Fig. 1: clock nets
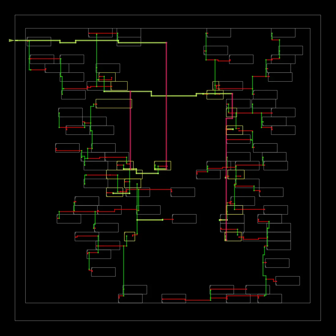
Fig. 2: logic cells by family
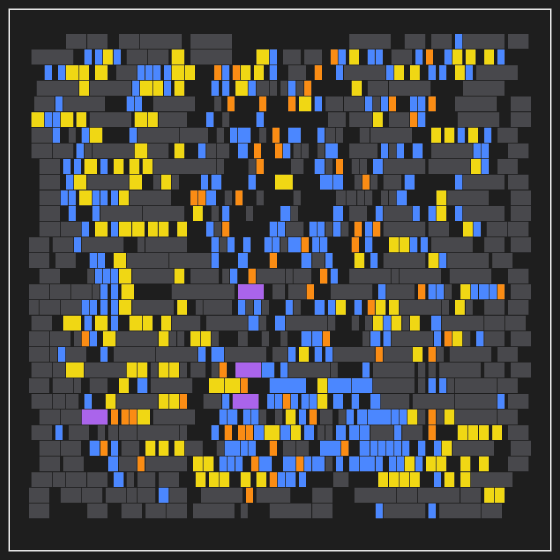
Fig. 3: clock network drawn from the DEF
Scale bar: 20 um.
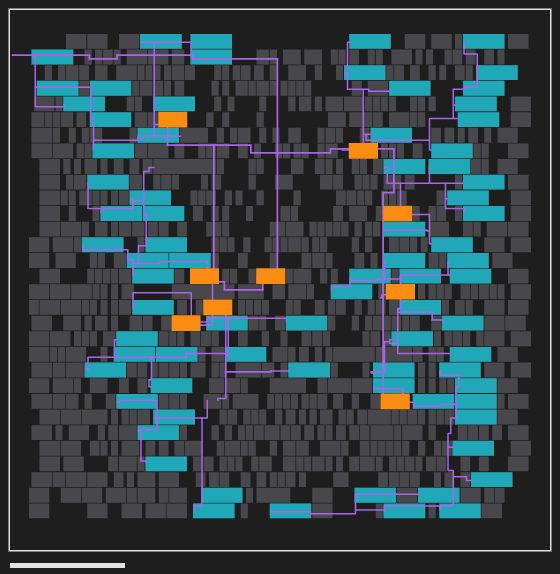
Fig. 4: drive-strength map
Scale bar: 20 um.
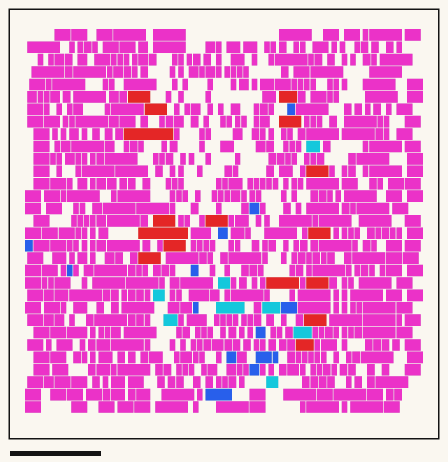
Design fp_mul_norm_round, sky130hd; sources not shown.
==> results.txt <==
Notes on the physical design

The flip-flop count of the largest register, all copies and words added is 39. The clock-pin slew reported for the worst setup and hold paths after clock tree synthesis is 70 ps. The area share of the largest cell type after synthesis is 0.363.

The count of distinct cell types in the synthesized netlist is 37. The mux contribution to synthesized area is 0. The maximum clock frequency is 0.258 GHz. The number of endpoints failing setup at the final stage is 0. The H-tree depth is 3. Summed over all failing endpoints, the final setup total negative slack is 0 ps. The synthesis report gives the async set-or-reset register share as 0. Entering global routing, the biggest net connects 14 pins. The most frequent cell after synthesis is sky130_fd_sc_hd__nand2_1. The flow ran to the end, and the final reports show no timing, DRC or antenna violations. The pre-CTS setup check shows a worst slack of 4320 ps. Yosys reports that the most numerous cell types are 185 x sky130_fd_sc_hd__nand2_1, 77 x sky130_fd_sc_hd__dfxtp_1, 66 x sky130_fd_sc_hd__nor2_1, 53 x sky130_fd_sc_hd__inv_1, 51 x sky130_fd_sc_hd__a21oi_1. Per the synthesis report, the XOR/XNOR share of the synthesized area is 0.0389. TritonCTS built the clock tree. The clock period minus final worst setup slack is 3870 ps. The HPWL after detailed placement is 9.46 mm. For reference, the top cells by area after synthesis are sky130_fd_sc_hd__dfxtp_1 36%, sky130_fd_sc_hd__nand2_1 16%, sky130_fd_sc_hd__a21oi_1 6.0%. The post-synthesis simple-gate area fraction is 0.330. The residual overflow from global routing is 0. TritonRoute output was used to compute an average wire per cell of 13.7 um.

The average via count per standard cell is 5.39. The critical path endpoint has a required time of roughly 8300 ps. Per the synthesis report, the AND-OR/OR-AND share of the synthesized area is 0.171. The yosys-reported design area after synthesis is roughly 4200 um2. The initial core utilization is 0.576.

Headroom to the max-slew limit came out at 0.627. The die is 93.8 um tall. The number of global-route vias before repair is 4,315. The number of standard-cell rows in the floorplan is 31. The fraction of final layout cells with drive strength greater than 1 is 0.0497.

The worst setup path is captured at a flip-flop. The number of remaining DRC errors is 0. The detail route stage leaves a number of antenna-violating nets equal to 0.

CTS reports a maximum clock tree buffer depth of 2. The worst hold path cell count is 2. The script computed a power per unit cell area of 163 nW/um2. Of all cell types, the one taking the most synthesized area is sky130_fd_sc_hd__dfxtp_1. The repair_antennas step left the layout with diodes totalling 0. The number of I/O pins is 104. The area fraction in full adders, half adders and majority gates is 0.0118. The class of the worst hold path is flip-flop to flip-flop. The worst register-to-register path has a depth of 20. The wire length recorded after detailed routing is 11.8 mm.

The number of cell instances after yosys synthesis is 648. After clock tree synthesis, the repair step resized 0 gates. Post-synth the commonest register cell is sky130_fd_sc_hd__dfxtp_1. Counting the warning lines in the Yosys log gives 0. The number of clock sinks is 77. The number of maximum-capacitance violations recorded for the run is 0. The overall global routing resource usage is 0.279. Per the gpl log, the routability congestion estimate is 0.940.

The power report puts the leakage power at 0.00235 uW. The main logic family after synthesis is simple AND/OR/NAND/NOR gates. The final-report max-slew violation count is 0. For the pin with the worst max-slew slack, the measured transition is 555 ps.

In the layout the commonest cells are 185 x sky130_fd_sc_hd__nand2_1, 77 x sky130_fd_sc_hd__dfxtp_1, 76 x sky130_fd_sc_hd__clkdlybuf4s50_1. The average cell area after synthesis is approximately 6.5 um2. The worst IR drop on VDD is 130 uV.

The post-synthesis instance area is 4240 um2. The final critical-path share of the clock period is 0.478. In this run the clock root is driven by a sky130_fd_sc_hd__clkbuf_8. The die covers 8810 um2. The number of flops mapped to enable cells by yosys is 0.

The standard cell core area is between 7000 and 8000 um2. The number of hold-repair buffers added at the cts stage is 0. The placement report lists the number of port buffers as slightly above 100.

The floorplan step set the die width to 93.8 um. The net count of the finished layout is roughly 830. The critical path maximum fanout is 10. The register bit total from synthesis is 77. The wire length of the first global-routing pass is a little under 20 mm.

In this run the register-to-register setup slack is 4230 ps. The number of warnings reported in the stage logs is 26. The count of routing violations after the opening detailed-route iteration is 295. At the worst endpoint, the arrival time is 4080 ps. The worst setup path is of the flip-flop to flip-flop kind. The number of vias in the routed layout is 4,656.

The most common logic cell in the routed design is sky130_fd_sc_hd__nand2_1. The number of search-and-repair iterations in the first detailed-routing pass is 5. The number of cells produced by synthesis is roughly 650.

Setup repair after global routing left no endpoint under its margin. The floorplan net count is 718.
## Picture notes: Fig. 1
worst clock skew: 11.0 ps
number of clock buffers inserted by TritonCTS: 9
clock buffer count: 11
Clock Latency Late Sink: 350 ps

## Picture notes: Fig. 2
Key: inv cells = orange [cells 59, most used inv_1]; aoi and oai cells = yellow [cells 134, most used a21oi_1, where all over the die]; nand cells = blue [cells 241, most used nand2_1, where all over the die]; fa/ha/maj cells = purple [cells 4, most used ha_1]
final instance count without filler cells: 864
multi-input gate share of the layout cell area: 0.417

## Picture notes: Fig. 3
Key: clock wires = purple [length 868 um]; clock-net drivers = orange [count 9]; flip-flops = cyan [count 77]
There are 10 routed clock nets. Position of the flops: all over the die.
Clk pwr share: 0.365
power in the clock group: 333 uW

## Picture notes: Fig. 4
Key: x3 and x4 = cyan [cells 8, share 1.0%, most used buf_4]; x2 = blue [cells 14, share 1.8%]; x6 and larger = red [cells 16, share 2.1%, most used clkbuf_8]; x1 and smaller = magenta [cells 727, share 95%, most used nand2_1]
relative area change from synthesis to final layout: 32.3%
min setup slack post-route: 4230 ps
number of non-clock buffers in the layout: 131

## logic make-up (layout without fill, tap and decap cells)
group	Yosys count	in the layout
AND-OR/OR-AND	134	134
XOR/XNOR	18	18
buffers and inverters	89	206
adder cells (fa/ha/maj)	4	4
flip-flops	77	77
AND/OR/NAND/NOR	326	326
## layout make-up
cell class | count | area [um2]
sequential | 77 | 1540
clock buffer | 11 | 151
buffer | 30 | 141
inverter | 59 | 221
timing repair buffer | 101 | 1010
clock inverter | 5 | 82.6
fill | 602 | 1760
multi-input combinational | 482 | 2340
tap | 99 | 124
## worst max-delay path: stages (launching register included)
cell and delay [ps]:
sky130_fd_sc_hd__dfxtp_1 460, sky130_fd_sc_hd__nand2_1 110, sky130_fd_sc_hd__nor2_2 140, sky130_fd_sc_hd__nand3_1 120, sky130_fd_sc_hd__nor2_2 200, sky130_fd_sc_hd__nand2_1 120
sky130_fd_sc_hd__nor2_1 160, sky130_fd_sc_hd__nand2_1 120, sky130_fd_sc_hd__nor4_1 390, sky130_fd_sc_hd__ha_1 320, sky130_fd_sc_hd__ha_1 290, sky130_fd_sc_hd__or2_2 300
sky130_fd_sc_hd__nor2_1 110, sky130_fd_sc_hd__nand3_1 80, sky130_fd_sc_hd__nor2_1 120, sky130_fd_sc_hd__nand3_2 180, sky130_fd_sc_hd__nand2_4 190, sky130_fd_sc_hd__nor2_8 70
sky130_fd_sc_hd__buf_6 140, sky130_fd_sc_hd__nand2_1 60, sky130_fd_sc_hd__a21oi_1 70
## where the power goes
group	switching (uW)	internal (uW)	total, uW
Sequential	20.4	400	420
Clock	142	191	333
Combinational	87.4	73.3	161
Total	250	664	914
## layer usage
layer	GRT usage	vias up	share of wire	routed length (um)
li1	-	2367	-	-
met1	0.385	2109	0.47	5590
met2	0.452	172	0.45	5380
met3	0.0497	8	0.064	760
met4	0.0698	0	0.0092	109
met5	0	-	0	0
## per-stage QoR
stage	hold WS [ps]	util	std cells	total power [uW]	instance area, um2
floorplan	456	-	648	513	4240
global placement	453	0.730	848	583	5380
detailed placement	455	0.730	848	588	5380
CTS	466	0.762	864	913	5610
global route	482	0.762	864	953	5610
finish	463	0.762	864	914	5610
Power and IR drop assume default switching activity.
